==> run_1/gate_families.png <==
Scale: 6 px per um.
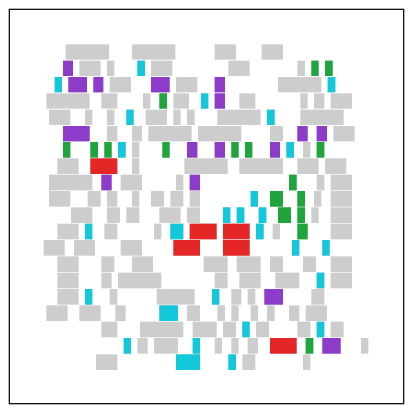
==> run_1/zoom.png <==
Window x 18 to 48, y 18 to 48 um. Cells in gray, sequential cells in the stronger gray; small squares are vias.
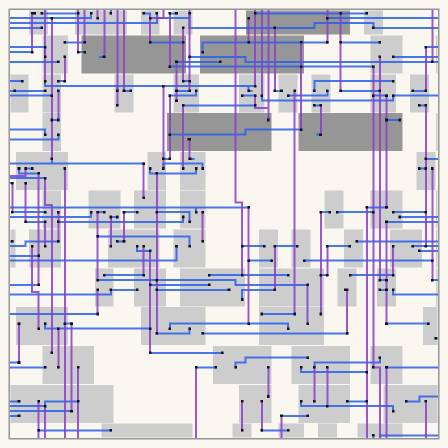
==> run_1/metal_stack.png <==
Scale: 6 px per um. Two of the layers only.
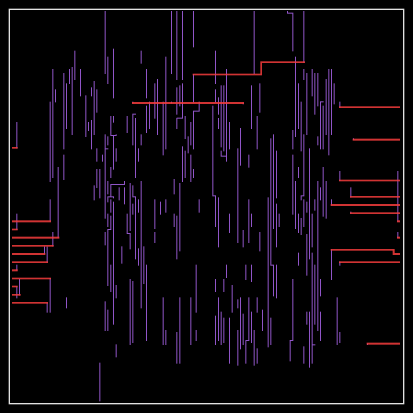
**config.mk**
```make
export PLATFORM = sky130hd
export DESIGN_NAME = square_share_arbiter
export DESIGN_NICKNAME = d
export VERILOG_FILES = /design/src/rtl/sq_arb_pkg.sv /design/src/rtl/squares_3bit.sv /design/src/rtl/square_share_arbiter.sv
export SDC_FILE = /design/constraint.sdc
export NUM_CORES = 1
export LEC_CHECK = 0
export ABC_AREA = 1
export CELL_PAD_IN_SITES_DETAIL_PLACEMENT = 1
export CELL_PAD_IN_SITES_GLOBAL_PLACEMENT = 1
export CORE_MARGIN = 5
export CORE_UTILIZATION = 35
export CTS_CLUSTER_SIZE = 40
export DETAILED_ROUTE_END_ITERATION = 16
export PLACE_DENSITY_LB_ADDON = 0.1
export SYNTH_ARGS = -nofsm -noshare
export SYNTH_HDL_FRONTEND = slang
export SYNTH_SLANG_ARGS = --single-unit
```
**constraint.sdc**
```tcl
create_clock -name clk -period 8.5 [get_ports clk]
set_clock_uncertainty 0.2 [all_clocks]
set_input_delay 2.55 -clock clk [delete_from_list [all_inputs] [get_ports clk]]
set_output_delay 2.55 -clock clk [all_outputs]
set_load 0.01 [all_outputs]
```
**src/rtl/sq_arb_pkg.sv**
```systemverilog
// Shared types, widths and the round-robin pick helper for the square arbiter.
// Latency: n/a (package only).
// Backpressure: n/a (package only).
package sq_arb_pkg;

    localparam int SQ_IN_W  = 3;
    localparam int SQ_OUT_W = 6;
    localparam int MAX_REQ  = 8;
    localparam int PTR_W    = 3;

    typedef enum logic {
        IDLE = 1'b0,
        FULL = 1'b1
    } state_t;

    // First set bit of valid_vec at or after ptr, wrapping at num_req.
    // Scanned from the far end so the nearest candidate is assigned last.
    // Returns ptr when nothing is valid; callers gate on "any valid".
    function automatic int rr_pick(input logic [MAX_REQ-1:0] valid_vec,
                                   input int ptr,
                                   input int num_req);
        int idx;
        rr_pick = ptr;
        for (int k = num_req - 1; k >= 0; k--) begin
            idx = ptr + k;
            if (idx >= num_req) begin
                idx = idx - num_req;
            end
            if (valid_vec[idx[PTR_W-1:0]]) begin
                rr_pick = idx;
            end
        end
    endfunction

endpackage

```
**src/rtl/squares_3bit.sv**
```systemverilog
// Combinational 3-bit squarer, full 6-bit product (max 49).
// Latency: 0 cycles, purely combinational.
// Backpressure: none; output follows input.
module squares_3bit
    import sq_arb_pkg::*;
(
    input  logic [SQ_IN_W-1:0]  a,
    output logic [SQ_OUT_W-1:0] sq
);

    assign sq = {3'b000, a} * {3'b000, a};

endmodule

```
**src/rtl/square_share_arbiter.sv**
```systemverilog
// Round-robin shares one 3-bit squarer among NUM_REQ valid/ready requesters.
// Latency: 1 cycle from accept edge to res_valid; 1 result/cycle when res_ready held high.
// Backpressure: res_ready low holds the result register and withholds every req_ready.
module square_share_arbiter
    import sq_arb_pkg::*;
#(
    parameter int NUM_REQ = 4,
    parameter int ID_W    = 2
) (
    input  logic                        clk,
    input  logic                        rst,
    input  logic [NUM_REQ-1:0]          req_valid,
    input  logic [SQ_IN_W*NUM_REQ-1:0]  req_data,
    output logic [NUM_REQ-1:0]          req_ready,
    output logic                        res_valid,
    output logic [SQ_OUT_W-1:0]         res_data,
    output logic [ID_W-1:0]             res_id,
    input  logic                        res_ready
);

    state_t                 state;
    logic [ID_W-1:0]        rr_ptr;
    logic [ID_W-1:0]        grant;
    logic [ID_W-1:0]        ptr_nxt;
    logic [MAX_REQ-1:0]     vld_ext;
    logic [SQ_IN_W-1:0]     sq_in;
    logic [SQ_OUT_W-1:0]    sq_out;
    logic                   can_accept;
    logic                   any_vld;
    logic                   accept;

    // Output register is free when empty or draining this very cycle.
    assign can_accept = !res_valid || res_ready;
    assign any_vld    = |req_valid;
    assign vld_ext    = MAX_REQ'(req_valid);
    assign accept     = |(req_valid & req_ready);
    assign ptr_nxt    = (grant == ID_W'(NUM_REQ - 1)) ? '0 : grant + 1'b1;

    // Grant selection, one-hot ready strobe and operand mux.
    always_comb begin
        grant     = ID_W'(rr_pick(vld_ext, int'(rr_ptr), NUM_REQ));
        req_ready = '0;
        if (!rst && can_accept && any_vld) begin
            req_ready[grant] = 1'b1;
        end
        sq_in = req_data[SQ_IN_W*int'(grant) +: SQ_IN_W];
    end

    squares_3bit u_squares_3bit (
        .a  (sq_in),
        .sq (sq_out)
    );

    // Result register FSM: load on accept, empty on drain without a new accept.
    always_ff @(posedge clk) begin
        if (rst) begin
            state     <= IDLE;
            res_valid <= 1'b0;
            res_data  <= '0;
            res_id    <= '0;
            rr_ptr    <= '0;
        end else begin
            case (state)
                IDLE: begin
                    if (accept) begin
                        state     <= FULL;
                        res_valid <= 1'b1;
                        res_data  <= sq_out;
                        res_id    <= grant;
                        rr_ptr    <= ptr_nxt;
                    end
                end
                FULL: begin
                    if (accept) begin
                        res_data <= sq_out;
                        res_id   <= grant;
                        rr_ptr   <= ptr_nxt;
                    end else if (res_ready) begin
                        state     <= IDLE;
                        res_valid <= 1'b0;
                    end
                end
                default: begin
                    state     <= IDLE;
                    res_valid <= 1'b0;
                end
            endcase
        end
    end

endmodule

```
==> impl_metrics.json, run 1 <==
{
  "postLayoutCellArea_um2": 1420,
  "dp_slack_ns": 0.939,
  "finalSetupTns_ns": 0,
  "hold_slack_ns": 0.292,
  "hold_path.class": "reg -> reg",
  "nets": 210,
  "combPwrFrac": 0.774,
  "yosysCellCount": 153,
  "finalHoldViolCount": 0,
  "r2r-start": "rr_ptr[0]",
  "most-common-layout-cells": "30 x clkdlybuf4s50_1, 26 x nand2_1, 18 x inv_1, 18 x nand2_2, 14 x nor2_1",
  "rows": 20,
  "synth.area.mux_share": 0,
  "synthToLayoutAreaGrowth_pct": 31.7,
  "crit_type": "in -> out",
  "dr.max_layer_used": "met3",
  "synth_area_um2": 1080,
  "seq_share": 0.155,
  "grt_pass1_vias": 1102,
  "rsz0062_at_grt": "no",
  "seqCellArea_um2": 220,
  "drive_above_1_share": 0.283,
  "cts-root-buf": "clkbuf_4",
  "reg_top3": "res_data: 5 flops, res_id: 2 flops, rr_ptr: 2 flops",
  "worstHoldEndpoint": "res_data[2]",
  "grtUsageMet3": 0.0427,
  "reg2reg_slack_ns": 5.16,
  "grt.busiest_layer": "met2",
  "clkTransAtPathRegs_ns": 0.07,
  "period_used_share": 0.888,
  "min_period_ns": 7.55,
  "reg2reg_depth": 21,
  "pg_comb_uw": 436,
  "insertion_delay_ns": 0.26,
  "required_ns": 5.75,
  "dpl_cell_area_um2": 1390,
  "max_freq_ghz": 0.132,
  "post-cts-setup-buffers": 0,
  "hold_depth": 2,
  "routabilityCongestion": 0.754,
  "die_h_um": 65.5,
  "vias_per_cell": 4.83,
  "yosys.stat.seqShare": 0.204,
  "clkPwrFrac": 0.063,
  "die-area_um2": 4290,
  "setup_violations": 0,
  "ys.flop_type": "dfxtp_1",
  "yosys.area_share.adder": 0.0697,
  "cts_resized": 0,
  "critPathArrivalTime_ns": 4.80,
  "largest_reg_flops": 5,
  "antenna_found_initial": 0,
  "startpoint": "req_valid[3]",
  "htreeDepth": 1,
  "clock-sinks": 11,
  "cp-end-kind": "primary output",
  "ys_top_logic_family": "simple AND/OR/NAND/NOR gates",
  "ys_seq_elements": 11,
  "dp.cells": 213,
  "power.share.switching": 0.540,
  "pin_count": 32,
  "dr_wl_met3_um": 168,
  "hpwl_mm": 2.32,
  "slew_headroom": 0.553,
  "r2r-end": "res_valid",
  "p_int_uw": 259,
  "final_cells": 217,
  "fin_ws_ns": 0.953,
  "dr.pass1.iters": 2,
  "p_leak_nw": 0.663,
  "yosys_warnings": 0,
  "hold_buffers": 0,
  "compound_area_frac": 0.0952,
  "synth-edff-count": 0,
  "simple_gate_share": 0.495,
  "endpoint": "req_ready[1]",
  "grt_usage": 0.138,
  "power_uw": 564,
  "warning_count": 29,
  "clk-power_uw": 35.4,
  "gr-usage-met1": 0.169,
  "fp_util": 0.359,
  "n_all_buffers": 30,
  "layout.cells.most_common": "clkdlybuf4s50_1",
  "holdCritStartpoint": "res_data[2]",
  "grt_util_met2": 0.247,
  "comb_cells": 112,
  "coreArea_um2": 3000,
  "grt_overflow": 0,
  "nFlopsAndLatches": 11,
  "status": "finished clean"
}
Notes on gate_families.png above:
[adder and majority cells] red | cells: 6 | where: center
[inverting AOI/OAI gates] purple | cells: 16
[NOR gates] green | cells: 17
[inverters] cyan | cells: 27

Notes on zoom.png above:
[met1] blue
[met2] purple
sequential cells in the window: 5
netlist names of flops here include: res_id (2), rr_ptr (2)
most frequent: inv_1 (8), nand2_1 (8), nand2_2 (7)
cells with their middle in the window: 57

Notes on metal_stack.png above:
[met2] purple | wire length: 1320 um
[met3] red | wire length: 169 um
Routed wire per std cell: 12.4 um
final WL: 2.69 mm

run 1: worst max-delay path: stages:
cell,delay [ns]
clkdlybuf4s50_1,0.48
inv_1,0.08
o21ai_2,0.16
nand2_1,0.09
nand2_1,0.09
inv_2,0.04
nand2_4,0.08
nand2_4,0.06
nand2_8,0.08
nand2_8,0.08
inv_4,0.09
ha_1,0.14
inv_1,0.04
nor2_1,0.15
clkdlybuf4s50_1,0.56
run 1: cells in the mapped netlist (all sizes together), types with 2 or more instances:
master | instances | area (um2)
nand3b | 2 | 18.8
dfxtp | 11 | 220
a21oi | 8 | 47.6
nand2 | 50 | 295
buf | 3 | 26.3
nand3 | 19 | 143
inv | 27 | 116
ha | 6 | 75.1
o21ai | 7 | 42.5
nor2 | 16 | 65.1
==> run 2: changes to the inputs <==
--- a/config.mk
+++ b/config.mk
@@ -12,6 +12,7 @@
 export CORE_UTILIZATION = 35
 export CTS_CLUSTER_SIZE = 40
 export DETAILED_ROUTE_END_ITERATION = 16
+export HOLD_SLACK_MARGIN = 0.12
 export PLACE_DENSITY_LB_ADDON = 0.1
 export SYNTH_ARGS = -nofsm -noshare
 export SYNTH_HDL_FRONTEND = slang
==> run_2/gate_families.png <==
Scale: 6 px per um.
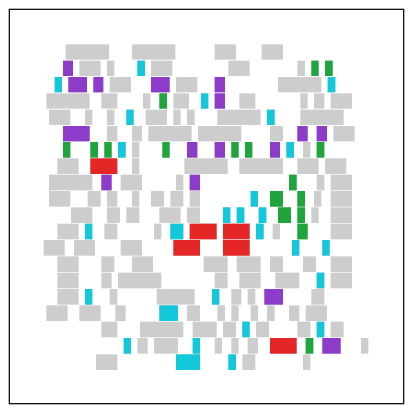
[inverting AOI/OAI gates] purple | cells: 16
[inverters] cyan | cells: 27
[adder and majority cells] red | cells: 6 | where: center
[NOR gates] green | cells: 17
most numerous logic cell after layout: clkdlybuf4s50_1
final std cells w/o fill: 217
combinational fraction of the cell area: 0.504

==> run 2 against run 1 <==
Effect of this change: global-route usage did not move; wire length unchanged; largest power group unchanged; via count stayed put; highest routed layer unchanged; worst setup slack is the same; critical path depth unchanged; synthesized area unchanged.
==> impl_metrics.json, run 2 <==
{
  "status": "finished clean",
  "fp_nets": 178,
  "setup_violations": 0,
  "endpoint": "req_ready[1]",
  "die-area_um2": 4290,
  "syn-instance-count": 153,
  "htreeDepth": 1,
  "power.group.top": "combinational cells",
  "reg2reg_depth": 21,
  "startpoint": "req_valid[3]",
  "worst_pin_slew_ns": 0.669,
  "seq_share": 0.155,
  "required_ns": 5.75,
  "yosys_warnings": 0,
  "grt_pass1_vias": 1102,
  "seqCellArea_um2": 220,
  "top_cells_by_area": "dfxtp_1 20%, nand2_2 10%, nand2_1 9.1%, ha_1 7.0%, nand3_2 6.5%",
  "power_density_nw_per_um2": 397,
  "die_h_um": 65.5,
  "top_register": "res_data",
  "most-common-layout-cells": "30 x clkdlybuf4s50_1, 26 x nand2_1, 18 x inv_1, 18 x nand2_2, 14 x nor2_1",
  "post-cts-setup-buffers": 0,
  "ys_seq_elements": 11,
  "finalHoldViolCount": 0,
  "synth.most_common_cell": "nand2_1",
  "maxSlewViolCount": 0,
  "combPwrFrac": 0.774,
  "yosys.area_share.adder": 0.0697,
  "dp.cells": 213,
  "crit_slowest_cell": "clkdlybuf4s50_1",
  "route.detailed.drc": 0,
  "synth.largest_area_cell": "dfxtp_1",
  "fp_util": 0.359,
  "synth_top_area_share": 0.204,
  "worstPathCellList": "clkdlybuf4s50_1 -> inv_1 -> o21ai_2 -> nand2_1 -> nand2_1 -> inv_2 -> nand2_4 -> nand2_4 -> nand2_8 -> nand2_8 -> inv_4 -> ha_1 -> inv_1 -> nor2_1 -> clkdlybuf4s50_1",
  "power_uw": 564,
  "yosys.stat.seqShare": 0.204,
  "max_freq_ghz": 0.132,
  "holdCritStartpoint": "res_data[2]",
  "clock_buffers": 4,
  "vias_per_cell": 4.83,
  "r2r-start": "rr_ptr[0]",
  "synth.area.mux_share": 0,
  "period_used_share": 0.888,
  "p_int_uw": 259,
  "power.share.switching": 0.540,
  "crit_fanout": 11,
  "rsz0062_at_grt": "no",
  "synth-edff-count": 0,
  "wire_per_inst_um": 12.4,
  "synthToLayoutAreaGrowth_pct": 31.7,
  "routabilityCongestion": 0.754,
  "pin_count": 32,
  "finalSetupTns_ns": 0,
  "wl_mm": 2.69,
  "drt_iter0_markers": 42,
  "largest_reg_flops": 5,
  "coreArea_um2": 3000,
  "yosysCellCount": 153,
  "worstHoldEndpoint": "res_data[2]",
  "hold_path.class": "reg -> reg",
  "grt_overflow": 0,
  "rows": 20,
  "synth_area_um2": 1080,
  "crit_type": "in -> out",
  "r2r-end": "res_valid",
  "nonClkBufAreaFrac": 0.212,
  "hold_depth": 2,
  "max_stage_delay_ns": 0.56,
  "simple_gate_share": 0.495,
  "comb_cells": 112,
  "hpwl_mm": 2.32,
  "cts_resized": 0,
  "clkPwrFrac": 0.063,
  "pg_comb_uw": 436,
  "clock-sinks": 11,
  "largestClassByArea": "combinational gates",
  "insertion_delay_ns": 0.26,
  "cp-end-kind": "primary output",
  "max-cap-violations": 0,
  "antenna_found_initial": 0,
  "p_leak_nw": 0.663,
  "fin_ws_ns": 0.953,
  "cp-start-kind": "primary input",
  "reg2reg_slack_ns": 5.16,
  "hold_slack_ns": 0.292,
  "critPathArrivalTime_ns": 4.80,
  "common_cells": "26 x nand2_1, 18 x inv_1, 18 x nand2_2",
  "nFlopsAndLatches": 11,
  "async_flop_share": 0,
  "grt_pass1_wl_mm": 4.75,
  "nets": 210,
  "numCtsBuffers": 3,
  "slew_headroom": 0.553,
  "ys_top_logic_family": "simple AND/OR/NAND/NOR gates",
  "reg_top3": "res_data: 5 flops, res_id: 2 flops, rr_ptr: 2 flops",
  "warning_count": 29,
  "dpl_cell_area_um2": 1390,
  "compound_area_frac": 0.0952,
  "dp_slack_ns": 0.939,
  "portBuffers": 30,
  "drive_above_1_share": 0.283,
  "cts-root-buf": "clkbuf_4",
  "ys.flop_type": "dfxtp_1",
  "synth_cell_type_count": 28,
  "fillers": 398,
  "dr.pass1.iters": 2,
  "postLayoutCellArea_um2": 1420,
  "n_all_buffers": 30,
  "grt_usage": 0.138,
  "min_period_ns": 7.55,
  "clkTransAtPathRegs_ns": 0.07,
  "hold_buffers": 0,
  "p_sw_uw": 305,
  "clk-power_uw": 35.4
}
run 2: cell counts after synthesis:
Identical to the previous run, type by type.
run 2: layer usage:
layer / routed length [um] / global-route usage / up-vias / share of wire
met2: 1320 / 0.247 / 28 / 0.49
met3: 168 / 0.0427 / 0 / 0.063
li1: - / - / 542 / -
met5: 0 / 0 / - / 0
met1: 1190 / 0.169 / 479 / 0.44
met4: 0 / 0.00777 / 0 / 0
run 2: worst max-delay path, delay by kind of cell:
family	cells	cell delay, ns
buf+inv	6	1.29
simple gates	7	0.63
compound gates	1	0.16
fa+ha+maj	1	0.14
==> run_2/zoom.png <==
Window x 18 to 48, y 18 to 48 um. Cells in gray, sequential cells in the stronger gray; small squares are vias.
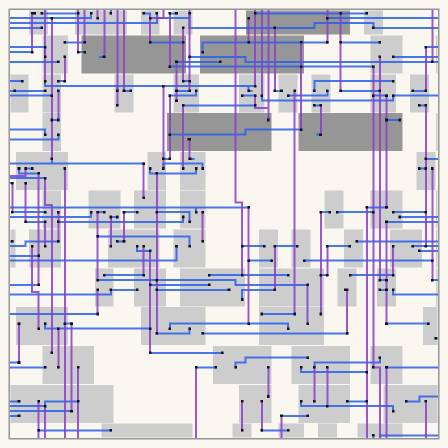

==> run 3: changes to the inputs <==
--- a/config.mk
+++ b/config.mk
@@ -6,14 +6,16 @@
 export NUM_CORES = 1
 export LEC_CHECK = 0
 export ABC_AREA = 1
+export CAP_MARGIN = 20
 export CELL_PAD_IN_SITES_DETAIL_PLACEMENT = 1
 export CELL_PAD_IN_SITES_GLOBAL_PLACEMENT = 1
 export CORE_MARGIN = 5
-export CORE_UTILIZATION = 35
+export CORE_UTILIZATION = 34
 export CTS_CLUSTER_SIZE = 40
 export DETAILED_ROUTE_END_ITERATION = 16
 export HOLD_SLACK_MARGIN = 0.12
 export PLACE_DENSITY_LB_ADDON = 0.1
 export SYNTH_ARGS = -nofsm -noshare
 export SYNTH_HDL_FRONTEND = slang
+export SYNTH_HIERARCHICAL = 1
 export SYNTH_SLANG_ARGS = --single-unit
==> run_3/zoom.png <==
Window x 18 to 48, y 18 to 48 um. Cells in gray, sequential cells in the stronger gray; small squares are vias.
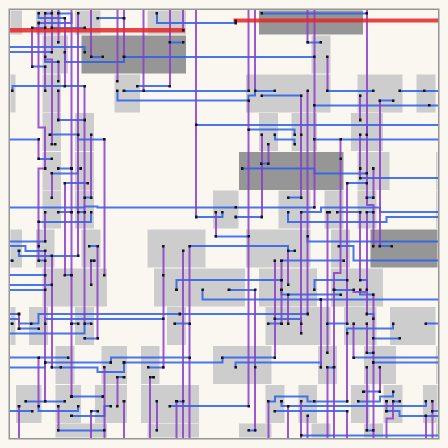
[met3] red
[met2] purple
[met1] blue
netlist names of flops here include: res_id (2), rr_ptr (2)
sequential cells in the window: 4
cells with their middle in the window: 57
most frequent: nand2_1 (11), inv_1 (10), nand2_2 (5)

==> run 3 against run 2 <==
Effect of this change: synthesized area is 2.3% lower; utilization is 1.7 points lower; global-route usage rose by 1.5 points; synthesized cell count up 2.0%; cell count decreased by 0.46%; design area shrank 3.6%; via count up 1.8%; critical path depth stayed put; hold slack better by 0.0061 ns; clock-buffer cell count shrank 1; clock power decreased by 2%; critical path type unchanged; largest cell class unchanged; largest power group unchanged; highest routed layer is now met4.
==> impl_metrics.json, run 3 <==
{
  "status": "finished clean",
  "dr.max_layer_used": "met4",
  "vias_per_cell": 4.94,
  "wl_met2_mm": 1.59,
  "seq_share": 0.176,
  "synth.most_common_cell": "nand2_1",
  "clock-sinks": 12,
  "portBuffers": 31,
  "nets": 207,
  "synth_top_area_share": 0.228,
  "comb_cells": 112,
  "largestClassByArea": "combinational gates",
  "crit_buf_inv": 5,
  "hold_buffers": 0,
  "antenna_found_initial": 0,
  "synth_area_um2": 1050,
  "period_used_share": 0.889,
  "yosys.area_share.adder": 0.0357,
  "n_all_buffers": 31,
  "syn-instance-count": 156,
  "cp-start-kind": "primary input",
  "dp_slack_ns": 0.934,
  "numCtsBuffers": 3,
  "post-cts-setup-buffers": 0,
  "crit_fanout": 10,
  "coreArea_um2": 3000,
  "p_leak_nw": 0.641,
  "grt_util_met2": 0.290,
  "grt.busiest_layer": "met2",
  "reg_top3": "res_data: 6 flops, res_id: 2 flops, rr_ptr: 2 flops",
  "dpl_cell_area_um2": 1350,
  "cts-root-buf": "clkbuf_4",
  "drive_above_1_share": 0.169,
  "hpwl_mm": 2.45,
  "htreeDepth": 1,
  "ys_top_logic_family": "simple AND/OR/NAND/NOR gates",
  "fillers": 396,
  "rows": 20,
  "async_flop_share": 0,
  "reg2reg_slack_ns": 5.11,
  "finalHoldViolCount": 0,
  "maxSlewViolCount": 0,
  "grt_pass1_vias": 1182,
  "hold_slack_ns": 0.298,
  "grtUsageMet3": 0.0479,
  "gr-usage-met1": 0.162,
  "power_density_nw_per_um2": 488,
  "dr_wl_met3_um": 121,
  "critPathArrivalTime_ns": 4.81,
  "power_uw": 667,
  "final_cells": 216,
  "crit_slowest_cell": "clkdlybuf4s50_1",
  "compound_area_frac": 0.121,
  "grt_overflow": 0,
  "clock_buffers": 3,
  "dr.pass1.iters": 4,
  "synth_cell_type_count": 28,
  "worstPathCellList": "clkdlybuf4s50_1 -> inv_1 -> nand2_2 -> nand3_2 -> nand2_1 -> inv_1 -> nand2_2 -> nand2_2 -> nand2_1 -> nand2_2 -> nand2_4 -> ha_1 -> inv_1 -> nor2_1 -> clkdlybuf4s50_1",
  "routabilityCongestion": 0.841,
  "setup_violations": 0,
  "seqCellArea_um2": 240,
  "yosysCellCount": 156,
  "fin_ws_ns": 0.941,
  "wl_mm": 2.97,
  "common_cells": "25 x nand2_1, 23 x inv_1, 22 x nor2_1",
  "postLayoutCellArea_um2": 1370,
  "min_period_ns": 7.56,
  "yosys.stat.seqShare": 0.228,
  "die-area_um2": 4310,
  "grt_usage": 0.153,
  "max_stage_delay_ns": 0.58,
  "route.detailed.drc": 0,
  "nonClkBufAreaFrac": 0.227,
  "wire_per_inst_um": 13.7,
  "max_freq_ghz": 0.132,
  "synthToLayoutAreaGrowth_pct": 30.0,
  "cts_resized": 0,
  "crit_type": "in -> out",
  "grt_pass1_wl_mm": 5.14,
  "insertion_delay_ns": 0.27,
  "cp-end-kind": "primary output",
  "clkTransAtPathRegs_ns": 0.07
}
-- run 3: cell types whose count changed after synthesis, sizes merged, moves of 3 or more --
cell,delta
o22ai,+3
nor3,+8
a21oi,-6
nand2,-11
o21ai,+9
nor2,+8
ha,-3
nand3,-6
buf,+3
-- run 3: final timing paths --
check | from | depth (start not counted) | to
max | req_valid[0] | 15 | req_ready[3]
min | state | 2 | state
max reg2reg | rr_ptr[0] | 21 | res_data[4]
min reg2reg | state | 2 | state
-- run 3: report_power, final --
group | internal, mW | total (mW) | leakage [nW] | switching (mW)
logic | 0.204 | 0.524 | 0.528 | 0.321
clock network | 0.0164 | 0.0347 | 0.0138 | 0.0183
registers | 0.0836 | 0.108 | 0.0989 | 0.0241
total | 0.303 | 0.667 | 0.641 | 0.363
Power is estimated from default activity; no workload was simulated.
